## src/rtl/ram_clear_dp.sv

```systemverilog
// Simple-dual-port RAM with a built-in clear sweep to INIT after reset or on clr.
// Optional macro RAM_REG_OUT_EN registers dout (1-cycle read latency, read-before-write).
module ram_clear_dp #(
   parameter int unsigned   A    = 4,
   parameter int unsigned   D    = 4,
   parameter logic [D-1:0]  INIT = '0
) (
   input  logic         clk,
   input  logic         reset,
   input  logic         clr,
   input  logic         we,
   input  logic [A-1:0] waddr,
   input  logic [D-1:0] din,
   input  logic [A-1:0] raddr,
   output logic [D-1:0] dout,
   output logic         busy
);

   localparam int unsigned  DEPTH = 1 << A;
   localparam logic [A-1:0] LAST  = A'(DEPTH - 1);

   typedef enum logic {
      IDLE  = 1'b0,
      SWEEP = 1'b1
   } state_t;

   state_t         r_state;
   state_t         w_next_state;
   logic [A-1:0]   r_cnt;
   logic [A-1:0]   w_next_cnt;
   logic           w_mem_we;
   logic [A-1:0]   w_mem_addr;
   logic [D-1:0]   w_mem_data;
   logic [D-1:0]   r_mem [DEPTH];
   logic [D-1:0]   w_rd_data;

   always_ff @(posedge clk) begin
      if (reset) begin
         r_state <= SWEEP;
         r_cnt   <= '0;
      end else begin
         r_state <= w_next_state;
         r_cnt   <= w_next_cnt;
      end
   end

   // Sweep writes INIT at cnt; in IDLE a clr request takes priority over a user write.
   always_comb begin
      w_next_state = r_state;
      w_next_cnt   = r_cnt;
      w_mem_we     = 1'b0;
      w_mem_addr   = waddr;
      w_mem_data   = din;
      case (r_state)
         IDLE: begin
            if (clr) begin
               w_next_state = SWEEP;
               w_next_cnt   = '0;
            end else if (we) begin
               w_mem_we = 1'b1;
            end
         end
         SWEEP: begin
            w_mem_we   = 1'b1;
            w_mem_addr = r_cnt;
            w_mem_data = INIT;
            w_next_cnt = r_cnt + A'(1);
            if (r_cnt == LAST) begin
               w_next_state = IDLE;
            end
         end
         default: begin
            w_next_state = IDLE;
         end
      endcase
   end

   // Storage has no reset; the reset edge itself never writes.
   always_ff @(posedge clk) begin
      if (w_mem_we && !reset) begin
         r_mem[w_mem_addr] <= w_mem_data;
      end
   end

   assign busy      = (r_state == SWEEP);
   assign w_rd_data = busy ? INIT : r_mem[raddr];

`ifdef RAM_REG_OUT_EN
   logic [D-1:0] r_dout;

   always_ff @(posedge clk) begin
      if (reset) begin
         r_dout <= INIT;
      end else begin
         r_dout <= w_rd_data;
      end
   end

   assign dout = r_dout;
`else
   assign dout = w_rd_data;
`endif

endmodule

```

## config.mk

```make
export PLATFORM = sky130hd
export DESIGN_NAME = ram_clear_dp
export DESIGN_NICKNAME = d
export VERILOG_FILES = /design/src/rtl/ram_clear_dp.sv
export SDC_FILE = /design/constraint.sdc
export NUM_CORES = 1
export LEC_CHECK = 0
export ABC_AREA = 1
export CORE_MARGIN = 3
export CORE_UTILIZATION = 52
export DETAILED_ROUTE_END_ITERATION = 7
export PLACE_DENSITY_LB_ADDON = 0.1
export SKIP_LAST_GASP = 1
export SYNTH_ARGS = -nofsm -noshare
export SYNTH_HDL_FRONTEND = slang
export SYNTH_SLANG_ARGS = --single-unit
```

## constraint.sdc

```tcl
create_clock -name clk -period 4.45 [get_ports clk]
set_clock_uncertainty 0.1 [all_clocks]
set_input_delay 0.89 -clock clk [delete_from_list [all_inputs] [get_ports clk]]
set_output_delay 0.89 -clock clk [all_outputs]
set_load 0.02 [all_outputs]
```

==> results.json, run 1 <==
{
  "status": "complete, no violations",
  "tap_cells": 72,
  "rows": 27,
  "yosysSeqAreaShare_pct": 63.4,
  "cts_resized": 0,
  "vdd_ir_drop_max_uv": 195,
  "dp.cells": 411,
  "p_comb_uw": 86.8,
  "areaGrowthSynthToFinish_pct": 12.2,
  "overflow": 0,
  "cts_root_buf": "clkbuf_8",
  "lay_top_cells": "nand2_1 (113), edfxtp_1 (64), inv_1 (44)",
  "stdcell_count": 427,
  "clkCellAreaFrac_pct": 5.11,
  "dieWidth_um": 84.3,
  "postLayoutCellArea_um2": 3580,
  "layout_top_cell": "nand2_1",
  "clkTransAtPathRegs_ns": 0.06,
  "routed_via_density": 5.24,
  "regArea_um2": 2020,
  "ys_cells": 329,
  "ios": 21,
  "start_kind": "primary input",
  "mux_area_share_pct": 0,
  "crit_buf_inv": 3,
  "worstSetupPathDepth": 9,
  "cts_buffers": 9,
  "diodes": 0,
  "via_count": 2236,
  "ant_nets": 0,
  "warning_count": 26,
  "clkPwrFrac_pct": 37.8,
  "comb_area_share_pct": 24.5,
  "pg_clk_uw": 486,
  "r2r-end": "r_mem[6][3]",
  "leakage_nw": 1.50,
  "maxCapViolCount": 0,
  "combGateArea_um2": 877,
  "top_power_group": "registers",
  "rrSetupSlack_ns": 2.22,
  "fin_ws_ns": 0.464,
  "layout.nets": 367,
  "antenna_found_initial": 0,
  "tns_ns": 0,
  "reg2reg_from": "busy",
  "cp.required_ns": 3.46,
  "power.density_nw_per_um2": 359,
  "synthCells": 329,
  "switching_power_uw": 289,
  "seq_share_pct": 56.5,
  "hold_viol": 0,
  "slew_headroom_pct": 17.3,
  "drc": 0,
  "sequentialPower_uw": 712,
  "ys_warn_count": 0,
  "postLayoutCoreUtil_pct": 62.6,
  "hold_start": "r_cnt[3]",
  "first_pass_iters": 5,
  "path_delay_family": "buffers and inverters",
  "die_h_um": 84.3,
  "path_class": "in2out",
  "comb_cells": 200,
  "grt_pass1_wl_um": 10500,
  "p_int_uw": 996,
  "worstPathCellList": "clkdlybuf4s50_1, buf_4, nand2_1, nand2_1, nand2_1, nand3_1, nand3_1, a21oi_1, clkdlybuf4s50_1",
  "clock_path_buffers": 2,
  "post-route-period-util_pct": 89.6,
  "syn_avg_cell_area_um2": 9.69,
  "crit_arrival_ns": 3.00,
  "cts_tree": "done",
  "ys_chip_area_um2": 3190,
  "chip_area_um2": 7100,
  "hold_slack_ns": 0.386,
  "slowest_stage": "clkdlybuf4s50_1",
  "num-fill-cells": 504
}
run 1: flip-flops by register name, indices dropped and copies added (netlist names):
signal  flops
r_cnt       4
r_mem      64
busy        1
run 1: cell usage after synthesis, drive strengths merged:
master	n	area share (%)
inv	47	5.7
dfxtp	5	3.1
buf	13	3.3
a21oi	8	1.3
nand3	43	7.1
ha	1	0.39
nand2	115	14
edfxtp	64	60
nor2	26	3.3
or2	1	0.20
o21ai	3	0.59
nand4	2	0.79
a211oi	1	0.24
run 1: per-layer routing:
metal / part of all wire, % / GRT usage [%]
met2: 44 / 28.4
met4: 1.6 / 7.46
met3: 6.4 / 4.42
met5: 0 / 0
met1: 48 / 27.8
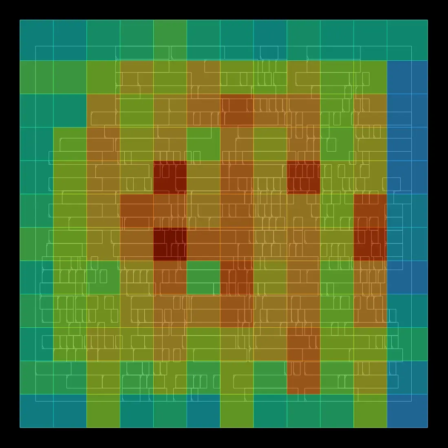
**Above:** run 1 (routing congestion map).
GRT met2 Usage: 28.4%
M1 GR Usage: 27.8%
gr usage total: 19.3%

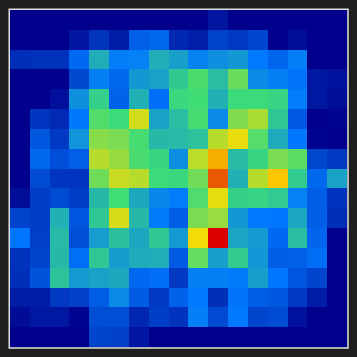
**Above:** run 1 (wiring heat map).
(4 px per um) The die is cut into 17 by 17 equal tiles; dark blue is low, red is high, scaled to the fullest tile. Values are wire area over tile area, all layers added.
emptiest ninth of the die: north-west
mean over tiles: 0.15
tiles over half the peak: 13%

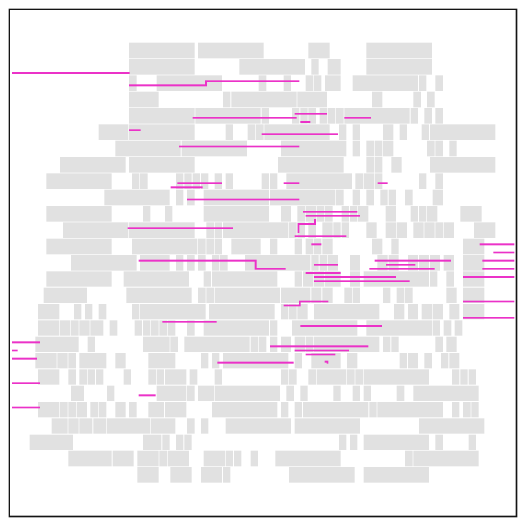
**Above:** run 1 (signal wires on met3).
(6 px per um)
wire length on this layer: 420 um
main direction: horizontal

==> run 2, diff against run 1 <==
Clock period 4.45 ns to 4.4 ns, I/O delays scaled along.
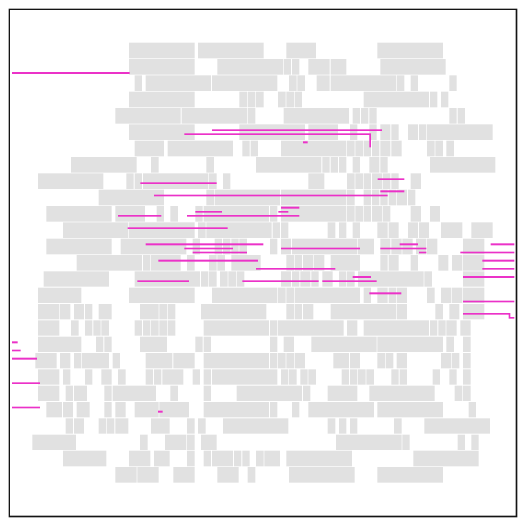
**Above:** run 2 (signal wires on met3).
(6 px per um)
wire length on this layer: 378 um
nets with wire on the layer: 35
share of all routed wire: 6.1%
longest straight run: 38.6 um
main direction: horizontal

==> run 2 against run 1 <==
  * Flip-flop count did not move
  * Die size did not move
  * Total power fell by 3.6%
  * Via count fell by 2.8%
  * Register-to-register slack got worse by 0.06 ns
  * Sequential share of layout area rose by 0.14 points
==> results.json, run 2 <==
{
  "status": "complete, no violations",
  "cts_root_buf": "clkbuf_8",
  "start_kind": "primary input",
  "yosys-top-cells-count": "nand2_1 (113), edfxtp_1 (64), inv_1 (44)",
  "cts_resized": 0,
  "largest_reg_flops": 64,
  "hold_slack_ns": 0.389,
  "chip_area_um2": 7100,
  "syn_avg_cell_area_um2": 9.69,
  "dp.cells": 412,
  "crit_arrival_ns": 2.92,
  "clkCellAreaFrac_pct": 4.67,
  "top_register": "r_mem",
  "postLayoutCoreUtil_pct": 62.5,
  "post-route-period-util_pct": 88.7,
  "leakage_nw": 1.49,
  "switching_power_uw": 292,
  "layout_top_cell": "nand2_1",
  "stdcell_count": 428,
  "path_class": "in2out",
  "rows": 27,
  "overflow": 0,
  "seq_share_pct": 56.7,
  "hold_viol": 0,
  "tns_ns": 0,
  "cts_buffers": 9,
  "clkPwrFrac_pct": 34.9,
  "cp.required_ns": 3.42,
  "tap_cells": 72,
  "dieWidth_um": 84.3,
  "ios": 21,
  "pg_clk_uw": 433,
  "via_count": 2173,
  "synthArstFlopShare_pct": 0,
  "ys_chip_area_um2": 3190,
  "mux_area_share_pct": 0,
  "top_area_share_pct": 60.3,
  "drc": 0,
  "first_pass_iters": 5,
  "p_int_uw": 948,
  "areaGrowthSynthToFinish_pct": 11.9
}
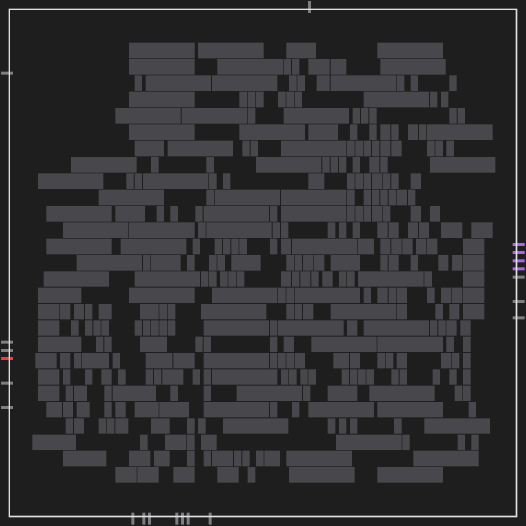
**Above:** run 2 (ports around the boundary).
(6 px per um) Pins as bars across the die edge, other pins in grey.
legend:
  red:
    port: reset
    pins: 1
    direction: input
    edge: west
  purple:
    port: dout
    pins: 4
    direction: output
    edge: east
all pins by edge: 7 south, 7 east, 6 west, 1 north

[run 2: worst max-delay path, stage by stage]
cell             delay [ns]
clkdlybuf4s50_1        0.62
inv_2                  0.33
nand3_1                0.12
nand3_1                0.11
nand3_1                0.08
a21oi_1                0.15
clkdlybuf4s50_1        0.62
[run 2: worst paths after layout]
check | startpoint | endpoint | slack (ns) | cells after the start
min | r_cnt[1] | r_cnt[1] | 0.39 | 2
min reg2reg | r_cnt[1] | r_cnt[1] | 0.39 | 2
max reg2reg | busy | r_mem[4][3] | 2.16 | 6
max | raddr[1] | dout[1] | 0.50 | 7
[run 2: per-layer routing]
metal	up-vias	GRT usage [%]
met2	65	27.6
met4	0	6.87
met1	996	26.9
met3	6	6.18
met5	-	0
li1	1106	-
==> run 3, diff against run 2 <==
Settings changed: SLEW_MARGIN from default to 10.
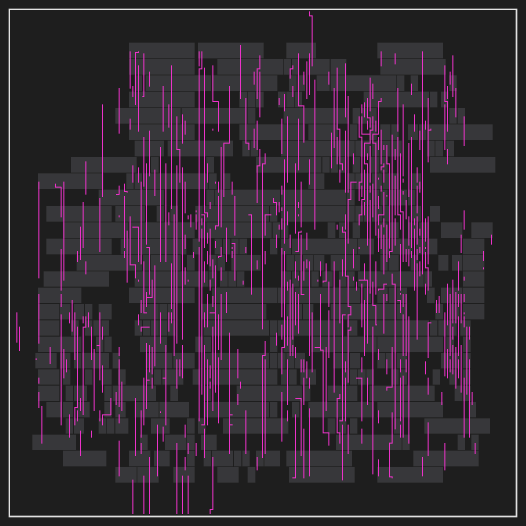
**Above:** run 3 (met2 routing).
(6 px per um)
main direction: vertical
longest straight run: 37.1 um

==> run 3 against run 2 <==
  * Sequential power barely moved
  * Design area unchanged
  * Area after synthesis unchanged
  * Total power stayed put
==> results.json, run 3 <==
{
  "cp-startpoint": "raddr[1]",
  "status": "complete, no violations",
  "yosys-top-cells-count": "nand2_1 (113), edfxtp_1 (64), inv_1 (44)",
  "reg2reg_from": "busy",
  "layout_top_cell": "nand2_1",
  "setup_viol": 0,
  "top_area_share_pct": 60.3,
  "overflow": 0,
  "seq_share_pct": 56.7,
  "final_max_slew_viol_count": 0,
  "clkTransAtPathRegs_ns": 0.07,
  "grt_max_degree": 33,
  "min_to": "r_cnt[1]",
  "start_kind": "primary input",
  "met3WireLength_um": 377,
  "postLayoutCoreUtil_pct": 62.5,
  "rows": 27,
  "r2r-end": "r_mem[4][3]",
  "areaGrowthSynthToFinish_pct": 11.9,
  "stdcell_count": 428,
  "first_pass_iters": 5,
  "cts_resized": 0,
  "chip_area_um2": 7100,
  "logic_family": "simple AND/OR/NAND/NOR gates",
  "cp-endpoint": "dout[1]",
  "dp.cells": 412,
  "cp.required_ns": 3.42,
  "post-route-period-util_pct": 88.7,
  "hp-class": "reg2reg",
  "path_class": "in2out",
  "clock_path_buffers": 2,
  "detailed_place.area_um2": 3400,
  "cts_buffers": 9,
  "routed_via_density": 5.08,
  "tns_ns": 0,
  "clock.fmax_ghz": 0.256,
  "switching_power_uw": 292,
  "synthArstFlopShare_pct": 0,
  "hold_viol": 0,
  "sequentialPowerShare_pct": 58.1,
  "hold_path_depth": 2,
  "period_needed_ns": 3.90,
  "routed_wl_um": 6230,
  "ios": 21,
  "grtUsageTotal_pct": 19.0,
  "cts_root_buf": "clkbuf_8",
  "hold_start": "r_cnt[1]",
  "r2r_cells": 6,
  "clkCellAreaFrac_pct": 4.67,
  "fin_ws_ns": 0.496,
  "flop-count": 69,
  "place_ws_ns": 0.485,
  "top_register": "r_mem",
  "grt-busiest-layer": "met2",
  "rrSetupSlack_ns": 2.16,
  "via_count": 2173,
  "clkPwrFrac_pct": 34.9,
  "dieWidth_um": 84.3,
  "ys_cells": 329,
  "mux_area_share_pct": 0,
  "crit_arrival_ns": 2.92,
  "grt_use_met1_pct": 26.9,
  "cts_sinks": 69,
  "p_int_uw": 948,
  "rsz0062_at_grt": "no",
  "hold_slack_ns": 0.389,
  "largest_reg_flops": 64,
  "drc": 0,
  "warning_count": 26,
  "leakage_nw": 1.49,
  "tap_cells": 72,
  "ys_chip_area_um2": 3190,
  "syn_avg_cell_area_um2": 9.69
}
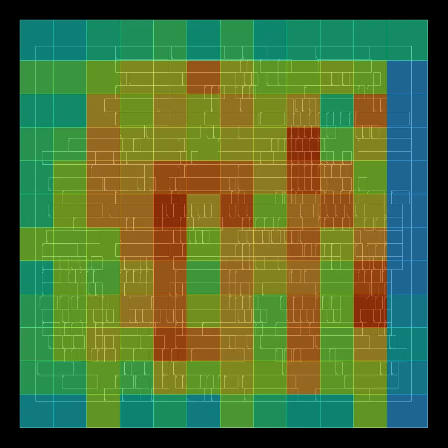
**Above:** run 3 (routing congestion map).
met3 Track Usage GR: 6.18%
GRT met2 Usage: 27.6%

==> run 3: cell counts after synthesis <==
No cell type changed its count.
==> run 3: power groups by stage <==
stage	Sequential (mW)	Combinational, mW	Clock, mW
floorplan	0.733	0.0624	0
global placement	0.735	0.0858	0
detailed placement	0.735	0.0856	0
CTS	0.720	0.0863	0.443
global route	0.721	0.0971	0.477
finish	0.721	0.0860	0.433
==> run 3: worst max-delay path, cell delays in order <==
cell,delay (ns)
clkdlybuf4s50_1,0.62
inv_2,0.33
nand3_1,0.12
nand3_1,0.11
nand3_1,0.08
a21oi_1,0.15
clkdlybuf4s50_1,0.62
Power is estimated from default activity; no workload was simulated.
